==> config.mk <==
export PLATFORM = sky130hd
export DESIGN_NAME = vedic_mac_pipe_flat
export DESIGN_NICKNAME = d
export VERILOG_FILES = /design/src/rtl/vedic_mac_pkg.sv /design/src/rtl/vedic_mac_pipe_if.sv /design/src/rtl/vedic_core.sv /design/src/rtl/vedic_mult_pipe.sv /design/src/rtl/vedic_mac_pipe.sv /design/src/flat_wrapper.sv
export SDC_FILE = /design/constraint.sdc
export NUM_CORES = 1
export LEC_CHECK = 0
export ABC_CLOCK_PERIOD_IN_PS = 3200
export CAP_MARGIN = 20
export CORE_MARGIN = 1
export CORE_UTILIZATION = 46
export DETAILED_ROUTE_END_ITERATION = 16
export GPL_ROUTABILITY_DRIVEN = 0
export PLACE_DENSITY_LB_ADDON = 0.05
export SLEW_MARGIN = 0
export SYNTH_ARGS = -nofsm -noshare
export SYNTH_HDL_FRONTEND = slang
export SYNTH_SLANG_ARGS = --single-unit
==> constraint.sdc <==
create_clock -name clk -period 3.2 [get_ports clk]
set_input_delay 0.48 -clock clk [delete_from_list [all_inputs] [get_ports clk]]
set_output_delay 0.48 -clock clk [all_outputs]
set_load 0.02 [all_outputs]
==> src/rtl/vedic_mac_pkg.sv <==
// Shared definitions for the Vedic multiply-accumulate pipeline.
//   - legal operand width / guard ranges and the accumulator width function
//   - pipeline stage indices and latency of the multiplier
//   - overflow handling mode and the sideband struct carried through the pipe
package vedic_mac_pkg;

  localparam int W_MIN     = 8;
  localparam int W_MAX     = 32;
  localparam int GUARD_MAX = 32;

  // Multiplier stages: partial products, first add, second add
  localparam int LAT     = 3;
  localparam int ST_PP   = 1;
  localparam int ST_ADD1 = 2;
  localparam int ST_ADD2 = 3;

  typedef enum logic {
    OVF_WRAP = 1'b0,
    OVF_SAT  = 1'b1
  } ovf_mode_e;

  typedef struct packed {
    logic first;
    logic last;
  } side_t;

  function automatic int acc_width(input int w, input int guard);
    return 2 * w + guard;
  endfunction

  function automatic bit w_legal(input int w);
    return (w >= W_MIN) && (w <= W_MAX) && ((w & (w - 1)) == 0);
  endfunction

endpackage

==> src/rtl/vedic_mac_pipe_if.sv <==
// Streaming bus of the MAC pipeline.
//   master: operand producer / result consumer (drives in_*, out_ready)
//   slave : the MAC block (drives in_ready, out_valid, out_acc, out_ovf)
interface vedic_mac_pipe_if #(
  parameter int W  = 16,
  parameter int AW = 40
);
  logic          in_valid;
  logic          in_ready;
  logic [W-1:0]  in_a;
  logic [W-1:0]  in_b;
  logic          in_first;
  logic          in_last;
  logic          out_valid;
  logic          out_ready;
  logic [AW-1:0] out_acc;
  logic          out_ovf;

  modport master (
    output in_valid, in_a, in_b, in_first, in_last, out_ready,
    input  in_ready, out_valid, out_acc, out_ovf
  );

  modport slave (
    input  in_valid, in_a, in_b, in_first, in_last, out_ready,
    output in_ready, out_valid, out_acc, out_ovf
  );
endinterface

==> src/rtl/vedic_core.sv <==
// Combinational Urdhva-Tiryagbhyam multiplier, recursive on width.
//   a, b : W-bit unsigned operands (W power of two, >= 2)
//   p    : 2W-bit product
// A 2x2 core is built from gates; wider cores split each operand into halves,
// form four half-width products and combine the vertical/crosswise terms.
module vedic_core #(
  parameter int W = 8
) (
  input  logic [W-1:0]   a,
  input  logic [W-1:0]   b,
  output logic [2*W-1:0] p
);
  localparam int H = W / 2;

  generate
    if (W == 2) begin : g_base
      logic t, u, v, c1;
      assign t  = a[1] & b[0];
      assign u  = a[0] & b[1];
      assign v  = a[1] & b[1];
      assign c1 = t & u;
      assign p  = {v & c1, v ^ c1, t ^ u, a[0] & b[0]};
    end else begin : g_rec
      logic [W-1:0] q0, q1, q2, q3;
      logic [W:0]   mid;
      vedic_core #(.W(H)) u_q0 (.a(a[H-1:0]), .b(b[H-1:0]), .p(q0));
      vedic_core #(.W(H)) u_q1 (.a(a[W-1:H]), .b(b[H-1:0]), .p(q1));
      vedic_core #(.W(H)) u_q2 (.a(a[H-1:0]), .b(b[W-1:H]), .p(q2));
      vedic_core #(.W(H)) u_q3 (.a(a[W-1:H]), .b(b[W-1:H]), .p(q3));
      // crosswise terms land H bits up; vertical terms tile the result
      assign mid = {1'b0, q1} + {1'b0, q2};
      assign p   = {q3, q0} + {{(H-1){1'b0}}, mid, {H{1'b0}}};
    end
  endgenerate
endmodule

==> src/rtl/vedic_mult_pipe.sv <==
// Three-stage pipelined W x W unsigned multiplier with sideband.
//   clk, rst_n        : clock, async active-low reset
//   en                : advance the whole pipe (low = hold every register)
//   in_vld/in_a/in_b  : operand pair entering stage 1
//   in_side           : first/last flags travelling with the operands
//   out_vld/out_prod  : 2W-bit product leaving stage 3
//   out_side          : sideband aligned with out_prod
// Stage 1 registers the four half-width products, stage 2 folds them into a
// low and a high partial sum, stage 3 forms the full product.
module vedic_mult_pipe
  import vedic_mac_pkg::*;
#(
  parameter int W = 16
) (
  input  logic           clk,
  input  logic           rst_n,
  input  logic           en,
  input  logic           in_vld,
  input  logic [W-1:0]   in_a,
  input  logic [W-1:0]   in_b,
  input  side_t          in_side,
  output logic           out_vld,
  output logic [2*W-1:0] out_prod,
  output side_t          out_side
);
  localparam int H = W / 2;

  logic [W-1:0] pp0, pp1, pp2, pp3;

  vedic_core #(.W(H)) u_pp0 (.a(in_a[H-1:0]), .b(in_b[H-1:0]), .p(pp0));
  vedic_core #(.W(H)) u_pp1 (.a(in_a[W-1:H]), .b(in_b[H-1:0]), .p(pp1));
  vedic_core #(.W(H)) u_pp2 (.a(in_a[H-1:0]), .b(in_b[W-1:H]), .p(pp2));
  vedic_core #(.W(H)) u_pp3 (.a(in_a[W-1:H]), .b(in_b[W-1:H]), .p(pp3));

  logic  [LAT:ST_PP] vld_pipe;
  side_t [LAT:ST_PP] side_pipe;

  // stage ST_PP
  logic [W-1:0]     q0, q1, q2, q3;
  // stage ST_ADD1: product = {s_hi + s_lo, lo2}; both partial sums fit exactly
  logic [H-1:0]     lo2;
  logic [W-1:0]     s_lo;
  logic [W+H-1:0]   s_hi;
  // stage ST_ADD2
  logic [2*W-1:0]   prod;

  always_ff @(posedge clk or negedge rst_n) begin
    if (!rst_n) begin
      vld_pipe  <= '0;
      side_pipe <= '0;
      q0        <= '0;
      q1        <= '0;
      q2        <= '0;
      q3        <= '0;
      lo2       <= '0;
      s_lo      <= '0;
      s_hi      <= '0;
      prod      <= '0;
    end else if (en) begin
      vld_pipe  <= {vld_pipe[LAT-1:ST_PP], in_vld};
      side_pipe <= {side_pipe[LAT-1:ST_PP], in_side};
      q0        <= pp0;
      q1        <= pp1;
      q2        <= pp2;
      q3        <= pp3;
      lo2       <= q0[H-1:0];
      s_lo      <= q1 + W'(q0[W-1:H]);
      s_hi      <= (W+H)'(q2) + {q3, {H{1'b0}}};
      prod      <= {s_hi + (W+H)'(s_lo), lo2};
    end
  end

  assign out_vld  = vld_pipe[ST_ADD2];
  assign out_side = side_pipe[ST_ADD2];
  assign out_prod = prod;
endmodule

==> src/rtl/vedic_mac_pipe.sv <==
// Pipelined unsigned multiply-accumulate on a Vedic multiplier.
//   clk, rst_n : clock, async active-low reset
//   bus        : vedic_mac_pipe_if.slave
//                in_valid/in_ready/in_a/in_b/in_first/in_last  operand stream
//                out_valid/out_ready/out_acc/out_ovf           result stream
// Build option: VEDIC_MAC_SAT_EN defined -> accumulator saturates to all ones
// on overflow for the rest of the run; undefined -> accumulator wraps.
// out_ovf reports overflow in both modes.
// A pending unaccepted result stalls the entire pipe so nothing is dropped.
module vedic_mac_pipe
  import vedic_mac_pkg::*;
#(
  parameter int W     = 16,
  parameter int GUARD = 8
) (
  input  logic           clk,
  input  logic           rst_n,
  vedic_mac_pipe_if.slave bus
);
  localparam int AW = acc_width(W, GUARD);

`ifdef VEDIC_MAC_SAT_EN
  localparam ovf_mode_e MODE = OVF_SAT;
`else
  localparam ovf_mode_e MODE = OVF_WRAP;
`endif

  generate
    if (!w_legal(W) || GUARD < 0 || GUARD > GUARD_MAX || ST_ADD2 != LAT ||
        ST_ADD1 != ST_PP + 1) begin : g_bad_cfg
      $error("vedic_mac_pipe: illegal W/GUARD configuration");
    end
  endgenerate

  logic           stall, en;
  side_t          in_side;
  logic           m_vld;
  logic [2*W-1:0] m_prod;
  side_t          m_side;

  logic [AW-1:0]  acc, acc_nxt, base;
  logic [AW:0]    sum;
  logic           run_ovf, ovf_nxt;
  logic           out_valid, out_ovf;
  logic [AW-1:0]  out_acc;

  assign stall        = out_valid & ~bus.out_ready;
  assign en           = ~stall;
  assign bus.in_ready = en;
  assign in_side      = '{first: bus.in_first, last: bus.in_last};

  // The pipe only captures when en, so in_valid alone marks an accepted pair.
  vedic_mult_pipe #(.W(W)) u_mult (
    .clk      (clk),
    .rst_n    (rst_n),
    .en       (en),
    .in_vld   (bus.in_valid),
    .in_a     (bus.in_a),
    .in_b     (bus.in_b),
    .in_side  (in_side),
    .out_vld  (m_vld),
    .out_prod (m_prod),
    .out_side (m_side)
  );

  // first restarts both the sum and the run's overflow flag
  always_comb begin
    base    = m_side.first ? '0 : acc;
    sum     = {1'b0, base} + (AW+1)'(m_prod);
    ovf_nxt = (m_side.first ? 1'b0 : run_ovf) | sum[AW];
    acc_nxt = sum[AW-1:0];
    if (MODE == OVF_SAT && ovf_nxt) acc_nxt = '1;
  end

  always_ff @(posedge clk or negedge rst_n) begin
    if (!rst_n) begin
      acc       <= '0;
      run_ovf   <= 1'b0;
      out_valid <= 1'b0;
      out_acc   <= '0;
      out_ovf   <= 1'b0;
    end else if (en) begin
      if (m_vld) begin
        acc     <= acc_nxt;
        run_ovf <= ovf_nxt;
      end
      // en implies any held result is being accepted this cycle
      if (m_vld && m_side.last) begin
        out_valid <= 1'b1;
        out_acc   <= acc_nxt;
        out_ovf   <= ovf_nxt;
      end else if (bus.out_ready) begin
        out_valid <= 1'b0;
      end
    end
  end

  assign bus.out_valid = out_valid;
  assign bus.out_acc   = out_acc;
  assign bus.out_ovf   = out_ovf;
endmodule

==> src/flat_wrapper.sv <==
// flat-port wrapper written by rule: the top's interface ports become plain ports
module vedic_mac_pipe_flat import vedic_mac_pkg::*;
#(
  parameter int W     = 16,
  parameter int GUARD = 8
)
  (clk, rst_n, bus_in_valid, bus_in_a, bus_in_b, bus_in_first, bus_in_last, bus_out_ready, bus_in_ready, bus_out_valid, bus_out_acc, bus_out_ovf);
  vedic_mac_pipe_if #(.W(W), .AW(40)) bus_i ();
  input  logic clk;
  input  logic rst_n;
  input wire logic [$bits(bus_i.in_valid)-1:0] bus_in_valid;
  input wire logic [$bits(bus_i.in_a)-1:0] bus_in_a;
  input wire logic [$bits(bus_i.in_b)-1:0] bus_in_b;
  input wire logic [$bits(bus_i.in_first)-1:0] bus_in_first;
  input wire logic [$bits(bus_i.in_last)-1:0] bus_in_last;
  input wire logic [$bits(bus_i.out_ready)-1:0] bus_out_ready;
  output wire logic [$bits(bus_i.in_ready)-1:0] bus_in_ready;
  output wire logic [$bits(bus_i.out_valid)-1:0] bus_out_valid;
  output wire logic [$bits(bus_i.out_acc)-1:0] bus_out_acc;
  output wire logic [$bits(bus_i.out_ovf)-1:0] bus_out_ovf;
  assign bus_i.in_valid = bus_in_valid;
  assign bus_i.in_a = bus_in_a;
  assign bus_i.in_b = bus_in_b;
  assign bus_i.in_first = bus_in_first;
  assign bus_i.in_last = bus_in_last;
  assign bus_i.out_ready = bus_out_ready;
  assign bus_in_ready = bus_i.in_ready;
  assign bus_out_valid = bus_i.out_valid;
  assign bus_out_acc = bus_i.out_acc;
  assign bus_out_ovf = bus_i.out_ovf;
  vedic_mac_pipe #(.W(W), .GUARD(GUARD)) u_core (.clk(clk), .rst_n(rst_n), .bus(bus_i));
endmodule
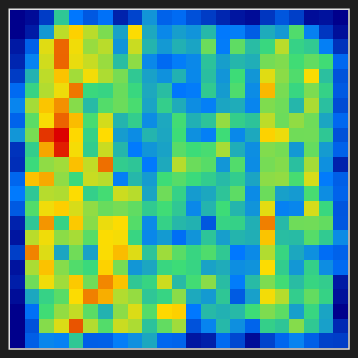
**Above:** signal metal coverage by tile.
Scale: 1.5 px per um. 23 x 23 tiles, from dark blue (low) to red (high), scaled to the fullest tile. Values are wire area over tile area, all layers added.
1.3% of the tiles are nearly empty. 41% of the tiles are over half the peak. The fullest tile reaches 0.41.
wire per inst: 16.3 um
wirelength, routed: 60600 um
vias: 19100
gr usage total: 24.0%

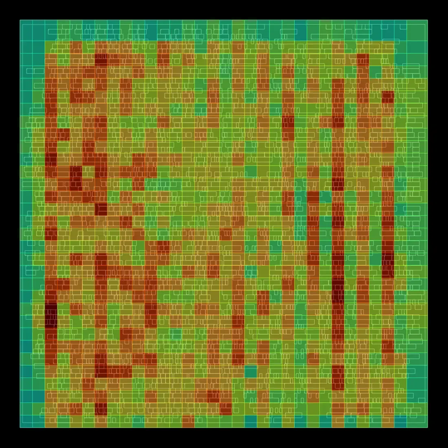
**Above:** routing congestion.
final core utilization: 63.8%
met1 GRT Util: 30.5%
met3 GRT Util: 1.60%
GRT Max-Usage Layer: met2

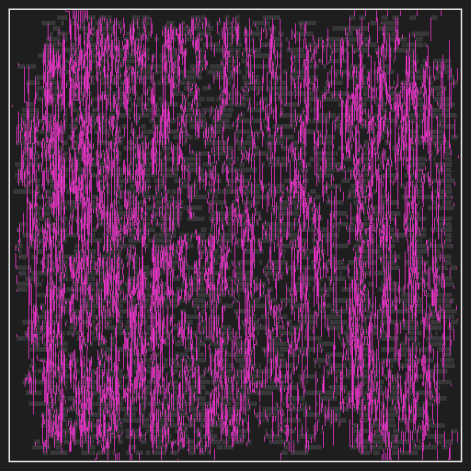
**Above:** M2 wires.
Scale: 2 px per um.
The wires run mostly vertical. The layer holds 49% of the routed length.

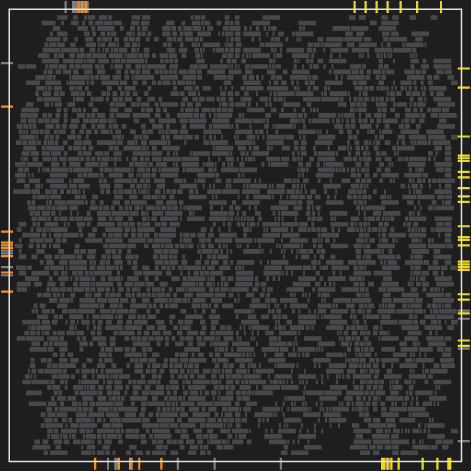
**Above:** ports around the boundary.
Scale: 2 px per um. Pins as bars across the die edge, other pins in gray.
Yellow marks bus_out_acc, pins 40, direction output, edge 24 right, 9 bottom, 7 top. Orange marks bus_in_a, pins 16, direction input, edge 8 left, 5 bottom, 3 top. Purple marks bus_in_valid, pins 1, direction input, edge bottom.
All pins by edge: 28 right, 23 bottom, 17 top, 13 left.
IO buf count: 80
die extent in y: 225 um
Die W: 225 um

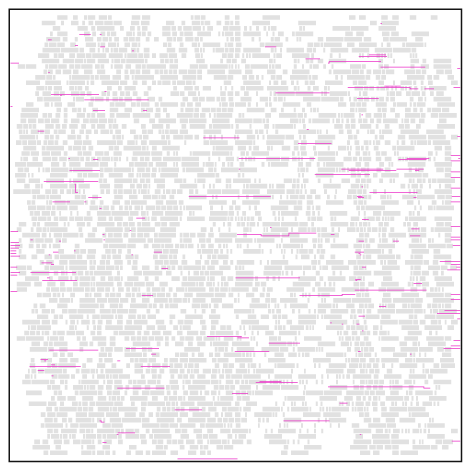
**Above:** the metal 3 layer.
Scale: 2 px per um.
The longest straight run is 47.8 um. The wires run mostly horizontal. The layer holds 2.2% of the routed length.

-- sequential cells by signal, indices dropped and copies added (netlist names), 2 cells and up --
name and count:
u_core.acc 40, u_core.bus.out_acc 40, u_core.u_mult.lo2 8, u_core.u_mult.out_prod 32, u_core.u_mult.out_side 2, u_core.u_mult.q0 16
u_core.u_mult.q1 16, u_core.u_mult.q2 16, u_core.u_mult.q3 16, u_core.u_mult.s_hi 24, u_core.u_mult.s_lo 16, u_core.u_mult.side_pipe 4
u_core.u_mult.vld_pipe 3
-- worst max-delay path, delay by kind of cell --
family	cells	cell delay, ns
AND-OR/OR-AND	6	0.90
XOR/XNOR	3	0.40
adder cells (fa/ha/maj)	5	1.61
buffers and inverters	7	0.69
AND/OR/NAND/NOR	3	0.30
==> qor.csv <==
metric,value,unit
outcome,finished with violations,
failing checks,negative setup slack,
Final Cell Area,31300,um2
Area growth syn-to-layout,36.4,%
yosys simple share,18.7,%
number of CTS-inserted buffers,25,
WHS Endpoint,u_core.u_mult.q1[0],
"mux frac, synth",1.60,%
Reg-to-Reg Start,u_core.u_mult.out_side[1],
Comb power frac,70.6,%
# setup viols final,32,
Cells after DPL,3577,
"commonest non-fill, non-tap cells in the layout","nand2_1 (340), buf_4 (295), ha_1 (288)",
met2 usage,43.0,%
Critical-path top delay cell,fa_2,
Commonest flop,dfrtp_1,
fin worst setup slack,-0.813,ns
synth top area cells,"dfrtp_1 (26%), ha_1 (22%), and2_1 (6.9%), xnor2_1 (6.4%), nand2_1 (5.7%)",
routed vias/inst,5.14,
Mapped Cells,2652,
ys async rst share,100,%
hold_sp,bus_in_a[8],
clk slew on worst S/H paths,0.06,ns
Setup TNS,-16.83,ns
drt pass-1 iters,5,
chip area line of the yosys report,23000,um2
Detailed Place HPWL,43700,um
uppermost routed layer,met4,
Register Area,5910,um2
CP dominant cell by count,ha_4,
I/O pins,81,
Slew HR,54.4,%
Non-CTS buffers,456,
Power and IR drop assume default switching activity.
